### Signal wires on met1, run 1

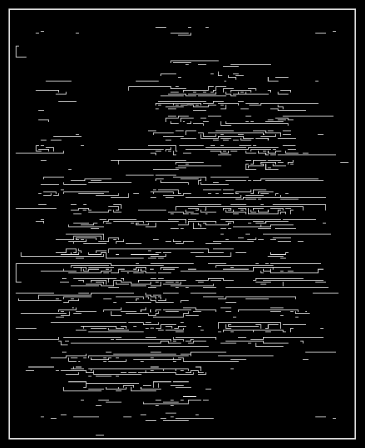
### M2 wires, run 1

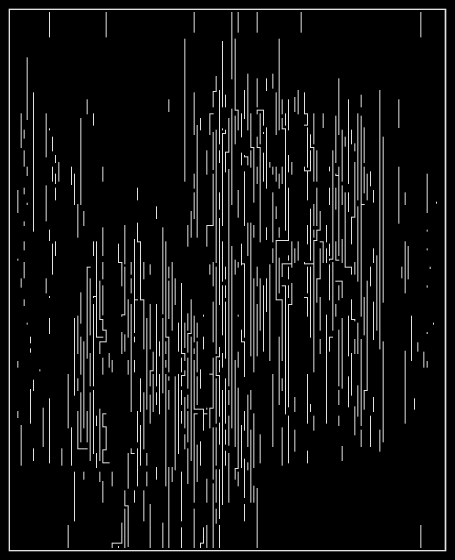
### The metal 3 layer, run 1

Scale bar: 20 um. Cells faint in the background.
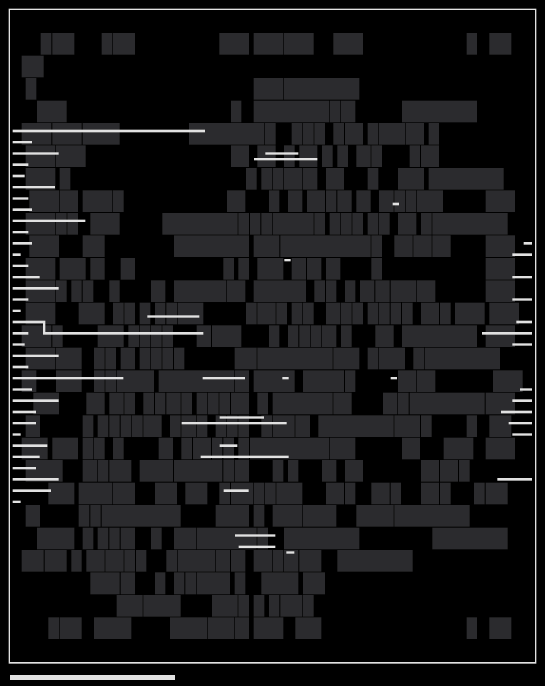
### Routing congestion, run 1

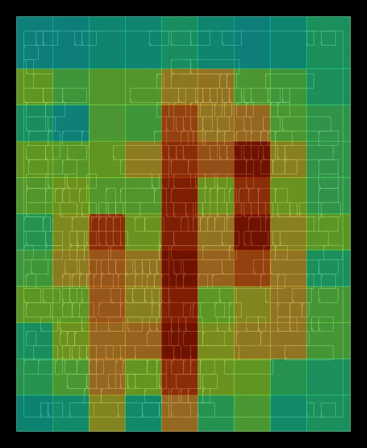
[src/rtl/cnn16_ctrl_pkg.sv]
// Shared constants, state encoding and strobe bundle for the CNN16 control unit.
package cnn16_ctrl_pkg;

   localparam logic [3:0] OP_LDA = 4'h0;
   localparam logic [3:0] OP_STA = 4'h1;
   localparam logic [3:0] OP_ADD = 4'h2;
   localparam logic [3:0] OP_SUB = 4'h3;
   localparam logic [3:0] OP_MUL = 4'h4;
   localparam logic [3:0] OP_JMP = 4'h5;
   localparam logic [3:0] OP_JZ  = 4'h6;
   localparam logic [3:0] OP_LDV = 4'h7;
   localparam logic [3:0] OP_LDK = 4'h8;
   localparam logic [3:0] OP_OUT = 4'h9;
   localparam logic [3:0] OP_IN  = 4'hA;
   localparam logic [3:0] OP_HLT = 4'hF;

   localparam logic [4:0] BUS_DR   = 5'd0;
   localparam logic [4:0] BUS_AC   = 5'd1;
   localparam logic [4:0] BUS_PC   = 5'd3;
   localparam logic [4:0] BUS_MEM  = 5'd4;
   localparam logic [4:0] BUS_VREG = 5'd7;
   localparam logic [4:0] BUS_KREG = 5'd8;
   localparam logic [4:0] BUS_INPR = 5'd11;
   localparam logic [4:0] BUS_IR   = 5'd14;

   localparam logic [3:0] ALU_ADD_DEF   = 4'h0;
   localparam logic [3:0] ALU_SUB_DEF   = 4'h1;
   localparam logic [3:0] ALU_MUL_DEF   = 4'h2;
   localparam logic [3:0] ALU_PASSB_DEF = 4'hF;
   localparam int         TIMEOUT_DEF   = 64;

   typedef enum logic [3:0] {
      FETCH0, FETCH1, DECODE, EXEC_RD, EXEC_ALU, EXEC_WR, EXEC_OUT, EXEC_IN, HALT
   } state_t;

   typedef struct packed {
      logic       ac_load, dr_load, tr_load, ir_load, vreg_load, kreg_load, greg_load;
      logic       oreg_load, inpr_load, outr_load, pc_load, ar_load, xreg_load, yreg_load;
      logic       pc_inc, ar_inc, mem_rd, mem_wr, halted, illegal_op;
      logic [3:0] alu_sel;
      logic [4:0] bus_sel;
   } ctrl_t;

   function automatic logic is_illegal(input logic [3:0] op);
      return (op >= 4'hB) && (op <= 4'hE);
   endfunction

endpackage

[src/rtl/cnn16_ctrl_decode.sv]
// Combinational map from FSM state, opcode, mem_ready and AC==0 to the strobe bundle.
module cnn16_ctrl_decode
   import cnn16_ctrl_pkg::*;
#(
   parameter logic [3:0] ALU_ADD   = ALU_ADD_DEF,
   parameter logic [3:0] ALU_SUB   = ALU_SUB_DEF,
   parameter logic [3:0] ALU_MUL   = ALU_MUL_DEF,
   parameter logic [3:0] ALU_PASSB = ALU_PASSB_DEF
) (
   input  state_t     state,
   input  logic [3:0] opcode,
   input  logic       mem_ready,
   input  logic       ac_zero,
   output ctrl_t      ctl
);

   always_comb begin
      ctl = '0;
      case (state)
         FETCH0: begin
            ctl.bus_sel = BUS_PC;
            ctl.ar_load = 1'b1;
         end
         FETCH1: begin
            ctl.mem_rd  = 1'b1;
            ctl.bus_sel = BUS_MEM;
            ctl.ir_load = mem_ready;
            ctl.pc_inc  = mem_ready;
         end
         DECODE: begin
            ctl.bus_sel    = BUS_IR;
            ctl.ar_load    = 1'b1;
            ctl.pc_load    = (opcode == OP_JMP) || ((opcode == OP_JZ) && ac_zero);
            ctl.illegal_op = is_illegal(opcode);
         end
         EXEC_RD: begin
            ctl.mem_rd    = 1'b1;
            ctl.bus_sel   = BUS_MEM;
            // LDV/LDK land the word directly in their register, skipping the ALU
            ctl.vreg_load = mem_ready && (opcode == OP_LDV);
            ctl.kreg_load = mem_ready && (opcode == OP_LDK);
            ctl.dr_load   = mem_ready && (opcode != OP_LDV) && (opcode != OP_LDK);
         end
         EXEC_ALU: begin
            ctl.ac_load = 1'b1;
            case (opcode)
               OP_ADD:  ctl.alu_sel = ALU_ADD;
               OP_SUB:  ctl.alu_sel = ALU_SUB;
               OP_MUL:  ctl.alu_sel = ALU_MUL;
               default: ctl.alu_sel = ALU_PASSB;
            endcase
         end
         EXEC_WR: begin
            ctl.bus_sel = BUS_AC;
            ctl.mem_wr  = 1'b1;
         end
         EXEC_OUT: begin
            ctl.bus_sel   = BUS_AC;
            ctl.outr_load = 1'b1;
         end
         EXEC_IN: begin
            ctl.bus_sel = BUS_INPR;
            ctl.dr_load = 1'b1;
         end
         HALT:    ctl.halted = 1'b1;
         default: ctl = '0;
      endcase
   end

endmodule

[src/rtl/cnn16_control_unit.sv]
// CNN16 fetch/decode/execute sequencer. Define CNN16_CTRL_TIMEOUT_EN to add the
// memory-wait watchdog (sticky mem_timeout, forced HALT).
module cnn16_control_unit
   import cnn16_ctrl_pkg::*;
#(
   parameter logic [3:0] ALU_ADD   = ALU_ADD_DEF,
   parameter logic [3:0] ALU_SUB   = ALU_SUB_DEF,
   parameter logic [3:0] ALU_MUL   = ALU_MUL_DEF,
   parameter logic [3:0] ALU_PASSB = ALU_PASSB_DEF,
   parameter int         TIMEOUT   = TIMEOUT_DEF
) (
   input  logic        clk,
   input  logic        rst,
   input  logic [15:0] IR_Value,
   input  logic [15:0] AC_Value,
   input  logic        mem_ready,
   input  logic        start,
   output logic        AC_Load,
   output logic        DR_Load,
   output logic        TR_Load,
   output logic        IR_Load,
   output logic        VREG_Load,
   output logic        KREG_Load,
   output logic        GREG_Load,
   output logic        OREG_Load,
   output logic        INPR_Load,
   output logic        OUTR_Load,
   output logic        PC_Load,
   output logic        AR_Load,
   output logic        XREG_Load,
   output logic        YREG_Load,
   output logic        PC_Inc,
   output logic        AR_Inc,
   output logic [3:0]  alu_sel,
   output logic [4:0]  bus_sel,
   output logic        mem_rd,
   output logic        mem_wr,
   output logic        halted,
   output logic        illegal_op,
   output logic [15:0] instr_count,
   output logic        mem_timeout
);

   state_t     state, state_nxt;
   ctrl_t      dec, ctl;
   logic [3:0] opcode;
   logic       done, to_hit;
   logic       addr_unused;

   assign opcode      = IR_Value[15:12];
   assign addr_unused = ^IR_Value[11:0];

   cnn16_ctrl_decode #(
      .ALU_ADD(ALU_ADD), .ALU_SUB(ALU_SUB), .ALU_MUL(ALU_MUL), .ALU_PASSB(ALU_PASSB)
   ) u_decode (
      .state(state), .opcode(opcode), .mem_ready(mem_ready),
      .ac_zero(AC_Value == 16'h0000), .ctl(dec)
   );

   // Reset must silence FETCH0's strobes too, so gate the whole bundle.
   assign ctl = rst ? '0 : dec;

   always_comb begin
      state_nxt = state;
      done      = 1'b0;
      case (state)
         FETCH0: state_nxt = FETCH1;
         FETCH1: if (mem_ready) state_nxt = DECODE;
         DECODE: begin
            case (opcode)
               OP_LDA, OP_ADD, OP_SUB, OP_MUL, OP_LDV, OP_LDK: state_nxt = EXEC_RD;
               OP_STA: state_nxt = EXEC_WR;
               OP_OUT: state_nxt = EXEC_OUT;
               OP_IN:  state_nxt = EXEC_IN;
               OP_HLT: begin
                  state_nxt = HALT;
                  done      = 1'b1;
               end
               default: begin
                  state_nxt = FETCH0;
                  done      = 1'b1;
               end
            endcase
         end
         EXEC_RD: begin
            if (mem_ready) begin
               if ((opcode == OP_LDV) || (opcode == OP_LDK)) begin
                  state_nxt = FETCH0;
                  done      = 1'b1;
               end else begin
                  state_nxt = EXEC_ALU;
               end
            end
         end
         EXEC_ALU, EXEC_OUT: begin
            state_nxt = FETCH0;
            done      = 1'b1;
         end
         EXEC_WR: begin
            if (mem_ready) begin
               state_nxt = FETCH0;
               done      = 1'b1;
            end
         end
         EXEC_IN: state_nxt = EXEC_ALU;
         HALT:    if (start) state_nxt = FETCH0;
         default: state_nxt = FETCH0;
      endcase
      if (to_hit) begin
         state_nxt = HALT;
         done      = 1'b0;
      end
   end

   always_ff @(posedge clk or posedge rst) begin
      if (rst) begin
         state       <= FETCH0;
         instr_count <= 16'h0000;
      end else begin
         state <= state_nxt;
         if (done) instr_count <= instr_count + 16'h0001;
      end
   end

`ifdef CNN16_CTRL_TIMEOUT_EN
   localparam int CW = $clog2(TIMEOUT + 1);
   logic [CW-1:0] wait_cnt;
   logic          waiting, to_flag;

   assign waiting = (state == FETCH1) || (state == EXEC_RD) || (state == EXEC_WR);
   assign to_hit  = waiting && !mem_ready && (wait_cnt == CW'(TIMEOUT - 1));

   // Any state change is an entry into a fresh wait, so the count restarts.
   always_ff @(posedge clk or posedge rst) begin
      if (rst) begin
         wait_cnt <= '0;
         to_flag  <= 1'b0;
      end else begin
         if (to_hit) to_flag <= 1'b1;
         if (state_nxt != state) wait_cnt <= '0;
         else if (waiting)       wait_cnt <= wait_cnt + 1'b1;
      end
   end

   assign mem_timeout = to_flag;
`else
   localparam int TIMEOUT_unused = TIMEOUT;
   assign to_hit      = 1'b0;
   assign mem_timeout = 1'b0;
`endif

   assign AC_Load    = ctl.ac_load;
   assign DR_Load    = ctl.dr_load;
   assign TR_Load    = ctl.tr_load;
   assign IR_Load    = ctl.ir_load;
   assign VREG_Load  = ctl.vreg_load;
   assign KREG_Load  = ctl.kreg_load;
   assign GREG_Load  = ctl.greg_load;
   assign OREG_Load  = ctl.oreg_load;
   assign INPR_Load  = ctl.inpr_load;
   assign OUTR_Load  = ctl.outr_load;
   assign PC_Load    = ctl.pc_load;
   assign AR_Load    = ctl.ar_load;
   assign XREG_Load  = ctl.xreg_load;
   assign YREG_Load  = ctl.yreg_load;
   assign PC_Inc     = ctl.pc_inc;
   assign AR_Inc     = ctl.ar_inc;
   assign alu_sel    = ctl.alu_sel;
   assign bus_sel    = ctl.bus_sel;
   assign mem_rd     = ctl.mem_rd;
   assign mem_wr     = ctl.mem_wr;
   assign halted     = ctl.halted;
   assign illegal_op = ctl.illegal_op;

endmodule

[config.mk]
export PLATFORM = sky130hd
export DESIGN_NAME = cnn16_control_unit
export DESIGN_NICKNAME = d
export VERILOG_FILES = /design/src/rtl/cnn16_ctrl_pkg.sv /design/src/rtl/cnn16_ctrl_decode.sv /design/src/rtl/cnn16_control_unit.sv
export SDC_FILE = /design/constraint.sdc
export NUM_CORES = 1
export LEC_CHECK = 0
export ABC_AREA = 1
export ABC_CLOCK_PERIOD_IN_PS = 2200
export CORE_ASPECT_RATIO = 1.25
export CORE_UTILIZATION = 38
export DETAILED_ROUTE_END_ITERATION = 16
export GPL_TIMING_DRIVEN = 0
export PLACE_DENSITY = 0.77
export SLEW_MARGIN = 10
export SYNTH_ARGS = -nofsm -noshare
export SYNTH_HDL_FRONTEND = slang
export SYNTH_SLANG_ARGS = --single-unit
[constraint.sdc]
create_clock -name clk -period 2.2 [get_ports clk]
set_input_delay 0.44 -clock clk [delete_from_list [all_inputs] [get_ports clk]]
set_output_delay 0.44 -clock clk [all_outputs]
set_load 0.01 [all_outputs]
==> results.toml, run 1 <==
# yosys + openroad results
[power_and_ir_drop]
switchingPower_w = 0.000911
pg_clk_w = 0.000382

[placement]
place_area_um2 = 2500
numPortBuffers = 59

[sta]
period_used_share = 0.961
min_period_ns = 2.11
fmax_ghz = 0.473
slew_headroom = 0.585

[drt]
dr.first_iter.drc_count = 110

[critical_path]
cp_num_buf_inv = 4
worstPathArrival_ns = 1.67
path_cells = "buf_4 > nand2_1 > nor3_4 > buf_6 > nand2_1 > nand2_1 > inv_1 > nor2_2 > buf_2"
r2r-start = "state[0]"

[logic_synthesis]
adder_share = 0.00696
syn-instance-count = 274

[layout]
n_fill_cell = 416
fin_nets = 392

[status]
status = "finished clean"

[flow_run]
cap_violations = 0

[floorplanning]
fp_util = 0.403
io_pins = 82
die_w_um = 63.5

[clocking]
clk_latency_ns = 0.27
Back to the opening pictures, 'Signal wires on met1':
The layer carries 2170 um of wire. The layer holds 44% of the routed length. The longest straight run is 23.5 um. 320 nets have wire on it. The wires run mostly horizontal.

Back to the opening pictures, 'M2 wires':
The layer carries 2450 um of wire. The layer holds 50% of the routed length. The wires run mostly vertical. The longest straight run is 37.7 um. 313 nets have wire on it.

Back to the opening pictures, 'The metal 3 layer':
58 nets have wire on it. The wires run mostly horizontal. The layer carries 243 um of wire. The longest straight run is 23.0 um. The layer holds 4.9% of the routed length.

Back to the opening pictures, 'Routing congestion':
total track usage: 0.202
fin util: 0.596

==> run 1: synthesized netlist by cell type, drive strengths merged <==
library cell and instances:
nand2 92, nor2 42, inv 28, dfrtp 20, nand4 20, nand3 18
buf 15, nor3 8, xor2 7, o21ai 6, a21oi 4, nor4 4
xnor2 3, nand3b 2, a21o 1, clkbuf 1, conb 1, ha 1
o22ai 1
==> run 1: final cells by class <==
type,count,area share
inverter,28,0.0410
clock buffer,3,0.0155
multi-input combinational,218,0.426
buffer,16,0.0462
tap,58,0.0273
clock inverter,1,0.0113
timing repair inverter,1,0.00188
sequential,20,0.189
timing repair buffer,67,0.241
==> run 1: registers in the layout, summed over array words and instances, names as in the netlist <==
register,count
state,4
instr_count,16
### Register map, names as in the netlist, run 1

Scale bar: 20 um.
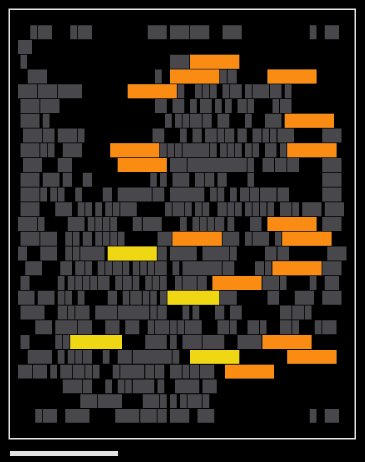

## Run 2: what changed since run 1
--- a/config.mk
+++ b/config.mk
@@ -7,7 +7,7 @@
 export LEC_CHECK = 0
 export ABC_AREA = 1
 export ABC_CLOCK_PERIOD_IN_PS = 2200
-export CORE_ASPECT_RATIO = 1.25
+export CORE_ASPECT_RATIO = 1.2
 export CORE_UTILIZATION = 38
 export DETAILED_ROUTE_END_ITERATION = 16
 export GPL_TIMING_DRIVEN = 0
### Register map, names as in the netlist, run 2

Scale bar: 20 um.
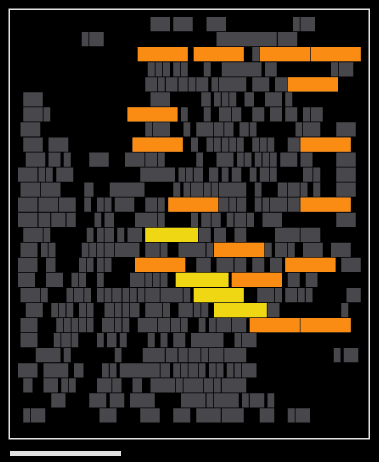
Yellow is `state`, placed flops 4. Orange is `instr_count`, placed flops 16.
Seq. pwr: 0.000533 W
Sequential Area: 504 um2
fin util: 0.584
Seq area share: 0.189

==> run 2 against run 1 <==
  * Non-clock buffer count rose by 2
  * Clock power shrank 3%
  * Fmax down 0.64%
  * Sequential cell count unchanged
  * Largest cell class unchanged
  * Highest routed layer unchanged
  * Largest power group unchanged
  * Clock skew is 0.0017 ns lower
  * Area after synthesis unchanged
  * Cell area is 0.33% higher
==> results.toml, run 2 <==
# yosys + openroad results
[status]
status = "finished clean"

[global_route]
grt_use_total = 0.202

[placement]
numPortBuffers = 59

[layout]
fin_nets = 394
n_fill_cell = 427
flops = 20
top_regs = "instr_count x16, state x4"
clockNetworkAreaShare = 0.0268
buffer_area_frac = 0.292
nNonClkInverters = 29
logic_gates = 218
nNonClkBuffers = 85
nClkBuffers = 3
regMostFlops = "instr_count"
sh_comb_area = 0.423
largest_reg_flops = 16

[logic_synthesis]
top_area_cell = "dfrtp_1"
netlist_top_cells_count = "nand2_1 (80), nor2_1 (39), inv_1 (25)"
synth_top_flop_cell = "dfrtp_1"
synth-async-reset-ratio = 1.00
edf_count = 0
adder_share = 0.00696

[floorplanning]
taps = 58
die_w_um = 64.8
io_pins = 82

[clocking]
clk_latency_ns = 0.27

[sta]
fmax_ghz = 0.470
period_used_share = 0.967
timing.final.hold_violations = 0
grt_setup_unrepaired = "no"
min_period_ns = 2.13
slew_headroom = 0.578

[critical_path]
cp_num_buf_inv = 3
path_cells = "inv_2 > buf_4 > nor2_2 > nand2_2 > nor2_1 > clkdlybuf4s50_1"
worstPathArrival_ns = 1.69
r2r-start = "state[2]"

[flow_run]
cap_violations = 0

[drt]
dr.first_iter.drc_count = 122

[power_and_ir_drop]
pg_clk_w = 0.000370
switchingPower_w = 0.000879
### The metal 3 layer, run 2

Scale bar: 20 um. Cells faint in the background.
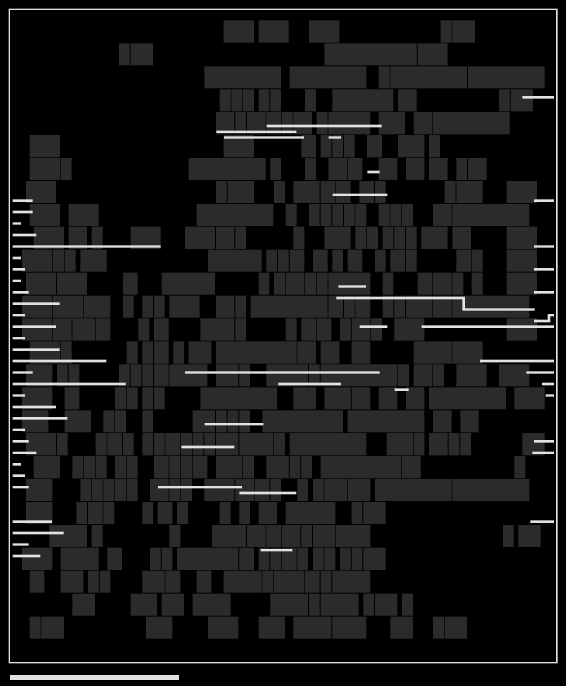
The layer carries 292 um of wire. The longest straight run is 22.8 um. 55 nets have wire on it.
met3 Resource Use GR: 0.0382
WL final: 4.81 mm

run 2: routing by layer:
metal | GRT usage | vias up
li1 | - | 1031
met1 | 0.224 | 928
met2 | 0.363 | 71
met3 | 0.0382 | 11
met4 | 0.0889 | 0
met5 | 0 | -
run 2: through the flow:
step | setup TNS, ns | total power [W] | hold WS [ns] | instances | instance area, um2
finish | 0 | 0.00209 | 0.388 | 414 | 2670
global route | 0 | 0.00224 | 0.398 | 414 | 2670
global placement | -5.39 | 0.00161 | 0.553 | 399 | 2500
detailed placement | -5.39 | 0.00162 | 0.573 | 399 | 2500
CTS | 0 | 0.00209 | 0.347 | 413 | 2640
floorplan | 0 | 0.00125 | 0.511 | 282 | 1830
Power figures rest on the tool's default switching activity, not on a simulated workload.
